===== config.mk =====
export PLATFORM = sky130hd
export DESIGN_NAME = z_serial_sub_flat
export DESIGN_NICKNAME = d
export VERILOG_FILES = /design/src/rtl/z_serial_sub_if.sv /design/src/rtl/z_serial_sub.sv /design/src/flat_wrapper.sv
export SDC_FILE = /design/constraint.sdc
export NUM_CORES = 1
export LEC_CHECK = 0
export CAP_MARGIN = 20
export CORE_MARGIN = 4
export CORE_UTILIZATION = 40
export CTS_CLUSTER_DIAMETER = 80
export DETAILED_ROUTE_END_ITERATION = 6
export PLACE_DENSITY = 0.62
export SETUP_SLACK_MARGIN = 0.15
export SYNTH_ARGS = -nofsm -noshare
export SYNTH_HDL_FRONTEND = slang
export SYNTH_SLANG_ARGS = --single-unit

===== constraint.sdc =====
create_clock -name clk -period 3.35 [get_ports clk]
set_clock_uncertainty 0.2 [all_clocks]
set_input_delay 0.67 -clock clk [delete_from_list [all_inputs] [get_ports clk]]
set_output_delay 0.67 -clock clk [all_outputs]
set_load 0.005 [all_outputs]

===== src/rtl/z_serial_sub_if.sv =====
// Operand/result handshake bundle for z_serial_sub.
// master = producer/consumer side, slave = the serial subtractor.
interface z_serial_sub_if #(parameter int n = 8);
   logic         in_valid;
   logic         in_ready;
   logic [n-1:0] a;
   logic [n-1:0] b;
   logic         b_in;
   logic         out_valid;
   logic         out_ready;
   logic [n-1:0] diff;
   logic         b_out;
   logic         ovf;

   modport master (
      output in_valid, a, b, b_in, out_ready,
      input  in_ready, out_valid, diff, b_out, ovf
   );

   modport slave (
      input  in_valid, a, b, b_in, out_ready,
      output in_ready, out_valid, diff, b_out, ovf
   );
endinterface


===== src/rtl/z_serial_sub.sv =====
// Digit-serial subtractor: k bits of a - b - b_in per clock, LSB digit first.
// Define Z_SERIAL_SUB_OVF_EN to build the two's-complement overflow flag.
module z_serial_sub #(
   parameter int n = 8,
   parameter int k = 2,
   parameter int D = 2
) (
   input logic          clk,
   input logic          rst,
   z_serial_sub_if.slave bus
);
   localparam int DIGITS = n / k;
   localparam int CW     = (DIGITS > 1) ? $clog2(DIGITS) : 1;
   localparam logic [CW-1:0] LAST = CW'(DIGITS - 1);

   // D models gate delay in simulation only; it must not alter cycle behaviour.
   if (n < k || (n % k) != 0 || D < 0) begin : g_bad_cfg
      $error("z_serial_sub: n must be a positive multiple of k, D >= 0");
   end

   typedef enum logic [1:0] {IDLE, RUN, DONE} state_t;

   state_t        state;
   logic [CW-1:0] cnt;
   logic [n-1:0]  a_r, b_r, diff_r;
   logic          borrow, b_out_r, in_ready_r, out_valid_r;
   logic [k-1:0]  a_dig, b_dig, dig;
   logic          dig_bor;

   always_comb begin
      a_dig = a_r[cnt*k +: k];
      b_dig = b_r[cnt*k +: k];
      {dig_bor, dig} = {1'b0, a_dig} - {1'b0, b_dig} - {{k{1'b0}}, borrow};
   end

   always_ff @(posedge clk) begin
      if (rst) begin
         state       <= IDLE;
         cnt         <= '0;
         a_r         <= '0;
         b_r         <= '0;
         diff_r      <= '0;
         borrow      <= 1'b0;
         b_out_r     <= 1'b0;
         in_ready_r  <= 1'b1;
         out_valid_r <= 1'b0;
      end else begin
         case (state)
            IDLE: if (bus.in_valid) begin
               a_r        <= bus.a;
               b_r        <= bus.b;
               borrow     <= bus.b_in;
               cnt        <= '0;
               in_ready_r <= 1'b0;
               state      <= RUN;
            end
            RUN: begin
               diff_r[cnt*k +: k] <= dig;
               borrow             <= dig_bor;
               if (cnt == LAST) begin
                  b_out_r     <= dig_bor;
                  out_valid_r <= 1'b1;
                  state       <= DONE;
               end else begin
                  cnt <= cnt + 1'b1;
               end
            end
            DONE: if (bus.out_ready) begin
               out_valid_r <= 1'b0;
               in_ready_r  <= 1'b1;
               state       <= IDLE;
            end
            default: begin
               in_ready_r  <= 1'b1;
               out_valid_r <= 1'b0;
               state       <= IDLE;
            end
         endcase
      end
   end

   assign bus.in_ready  = in_ready_r;
   assign bus.out_valid = out_valid_r;
   assign bus.diff      = diff_r;
   assign bus.b_out     = b_out_r;

`ifdef Z_SERIAL_SUB_OVF_EN
   logic ovf_r;

   // The final digit carries the result sign bit, so overflow resolves on the last RUN edge.
   always_ff @(posedge clk) begin
      if (rst)
         ovf_r <= 1'b0;
      else if (state == RUN && cnt == LAST)
         ovf_r <= (a_r[n-1] != b_r[n-1]) && (dig[k-1] != a_r[n-1]);
   end

   assign bus.ovf = ovf_r;
`else
   assign bus.ovf = 1'b0;
`endif
endmodule

===== src/flat_wrapper.sv =====
// flat-port wrapper written by rule: the top's interface ports become plain ports
module z_serial_sub_flat 
#(
   parameter int n = 8,
   parameter int k = 2,
   parameter int D = 2
)
  (clk, rst, bus_in_valid, bus_a, bus_b, bus_b_in, bus_out_ready, bus_in_ready, bus_out_valid, bus_diff, bus_b_out, bus_ovf);
  z_serial_sub_if #(.n(n)) bus_i ();
  input logic clk;
  input logic rst;
  input wire logic [$bits(bus_i.in_valid)-1:0] bus_in_valid;
  input wire logic [$bits(bus_i.a)-1:0] bus_a;
  input wire logic [$bits(bus_i.b)-1:0] bus_b;
  input wire logic [$bits(bus_i.b_in)-1:0] bus_b_in;
  input wire logic [$bits(bus_i.out_ready)-1:0] bus_out_ready;
  output wire logic [$bits(bus_i.in_ready)-1:0] bus_in_ready;
  output wire logic [$bits(bus_i.out_valid)-1:0] bus_out_valid;
  output wire logic [$bits(bus_i.diff)-1:0] bus_diff;
  output wire logic [$bits(bus_i.b_out)-1:0] bus_b_out;
  output wire logic [$bits(bus_i.ovf)-1:0] bus_ovf;
  assign bus_i.in_valid = bus_in_valid;
  assign bus_i.a = bus_a;
  assign bus_i.b = bus_b;
  assign bus_i.b_in = bus_b_in;
  assign bus_i.out_ready = bus_out_ready;
  assign bus_in_ready = bus_i.in_ready;
  assign bus_out_valid = bus_i.out_valid;
  assign bus_diff = bus_i.diff;
  assign bus_b_out = bus_i.b_out;
  assign bus_ovf = bus_i.ovf;
  z_serial_sub #(.n(n), .k(k), .D(D)) u_core (.clk(clk), .rst(rst), .bus(bus_i));
endmodule

==> images/logic_types.png <==
Drawn at 6 px/um.
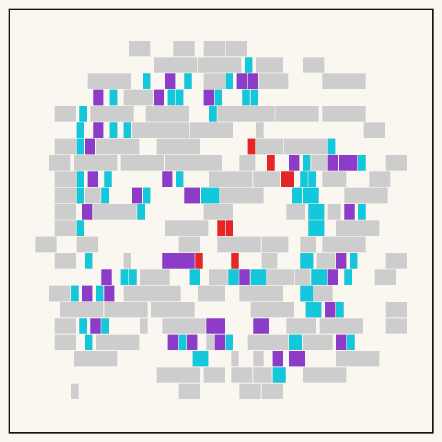
colour	family	cells	most used
cyan	NAND gates	59	nand2_1
purple	inverting AOI/OAI gates	34	a21oi_1
red	inverters	7	inv_1
combinational share of cell area: 0.418
top logic cell by instance count in the layout: nand2_1
filler-free cell count of the finished design: 251

==> images/clk_routes.png <==
Drawn at 6 px/um.
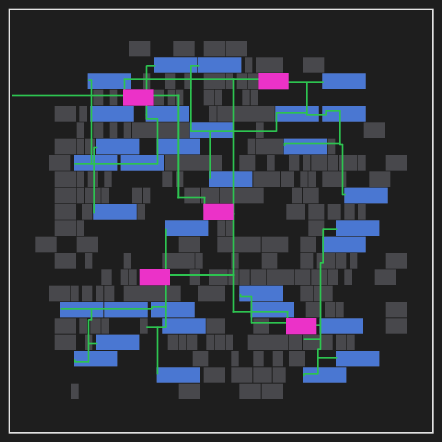
[magenta] clock drivers | count: 5
[green] clock wires | length: 402 um
[blue] flip-flops | count: 32
routed clock nets	6

==> images/metal_density.png <==
Drawn at 6 px/um. 14 x 14 tiles, from white (low) to dark blue (high), scaled to the fullest tile. Values are wire area over tile area, all layers added.
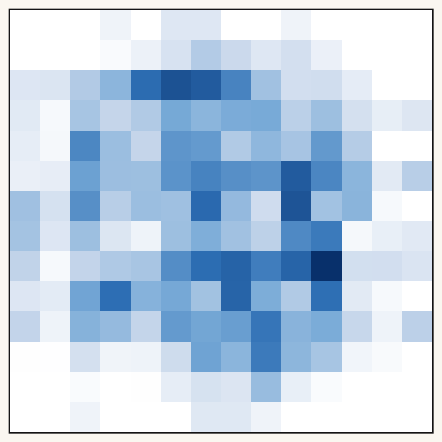
densest ninth of the die	centre
mean over tiles	0.099
emptiest ninth of the die	upper right
nearly empty tiles	21%
tiles over half the peak	20%
fullest tile	0.36

==> images/congestion.png <==
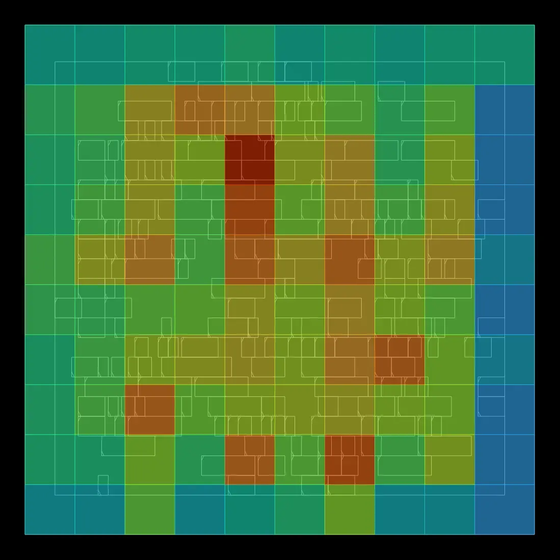
GRT Resource Usage Total: 0.136
most utilized layer in the global route result: met2
share of the core filled with cells in the final layout: 0.529

==> images/io_fan.png <==
Drawn at 6 px/um.
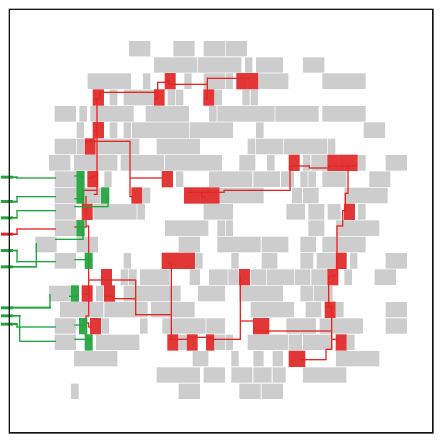
colour	port	bits	direction	edge	end cells	buffers	wire
red	`rst`	1	input	left	33	2	272 um
green	`bus_a`	8	input	left	8	8	94.9 um
count of input and output buffers: 31
number of top-level design ports: 33

==> ci_impl_report.md <==
### Metrics collected by this job

| Metric | Value |
|---|---|
| Most frequent cells in the layout | nand2_1 (44), dfxtp_1 (32), clkdlybuf4s50_1 (31) |
| Instance area after placement | 1880 sq um |
| Aoi/oai-family share of the synthesized area | 0.126 |
| Floorplan core area | 3720 sq um |
| H-tree depth | 2 |
| Final hold vios | 0 |
| Worst r2r dst | u_core.bus.diff[5]$_SDFFE_PP0P_ |
| Final number of setup-violating endpoints | 0 |
| Flip-flop and latch share of the layout cell area | 0.326 |
| Max-area cell share | 0.412 |
| Skew-Pair Late Insertion Delay | 0.28 ns |
| Total negative setup slack | 0 ns |
| Total vias in the final route | 1261 |
| Start of the worst register-to-register path | u_core.cnt[0]$_SDFFE_PP0P_ |
| P per Cell Area | 432 nW/um^2 |
| Reg2Reg Depth | 6 |
| Switching portion of total power | 0.250 |
| Worst hold slack after final layout | 0.251 ns |
| Total standard cell area after synthesis | 1560 sq um |
| TritonCTS clock tree | done |
| Core utilization at floorplan | 0.419 |
| Run status | finished, final reports clean |
| Synth cell count leaders | nand2_1 (44), dfxtp_1 (32), a21oi_1 (28) |
| Sequential-cell power consumption | 0.000415 W |
| Average cell area after synthesis | 9.04 sq um |
| Data required time at the worst endpoint | 3.35 ns |
| Root Buffer Master | clkbuf_8 |
| Critical path depth | 6 |
| Leakage | 0.715 nW |
| Total inserted antenna cells | 0 |
| Detail-routed net length per standard cell | 12.3 um |
| Hold Crit Depth | 2 |
| Part of the total power dissipated in combinational logic | 0.163 |
| Data buffer area share | 0.165 |
| Hold Path Sink | u_core.b_r[5]$_SDFFE_PP0P_ |
| Post-synth mux share | 0.0676 |
| Number of violations of the max-capacitance limit | 0 |
| First DRT Iteration DRCs | 60 |
| Cell taking the most area after synthesis | dfxtp_1 |
| Total half-perimeter wirelength after legalization and detailed placement | 2200 um |
| Clock group total power | 0.000296 W |
| Combinational family with the most area after synthesis | simple AND/OR/NAND/NOR gates |
| Crit-path slowest cell | mux4_1 |
| Yosys cell count | 172 |
| Global routing usage on met1 | 0.159 |
| Setup CP Type | flip-flop to flip-flop |
| Synth top area cells | dfxtp_1 (41%), nand2_1 (11%), a21oi_1 (9.0%), mux4_1 (6.8%), ha_1 (4.8%) |
| Total of clock buffers placed in the layout | 8 |
| Maximum number of pins on one net before global-route repair | 23 |
No activity file was given, so power comes from the tool's default toggle rates.
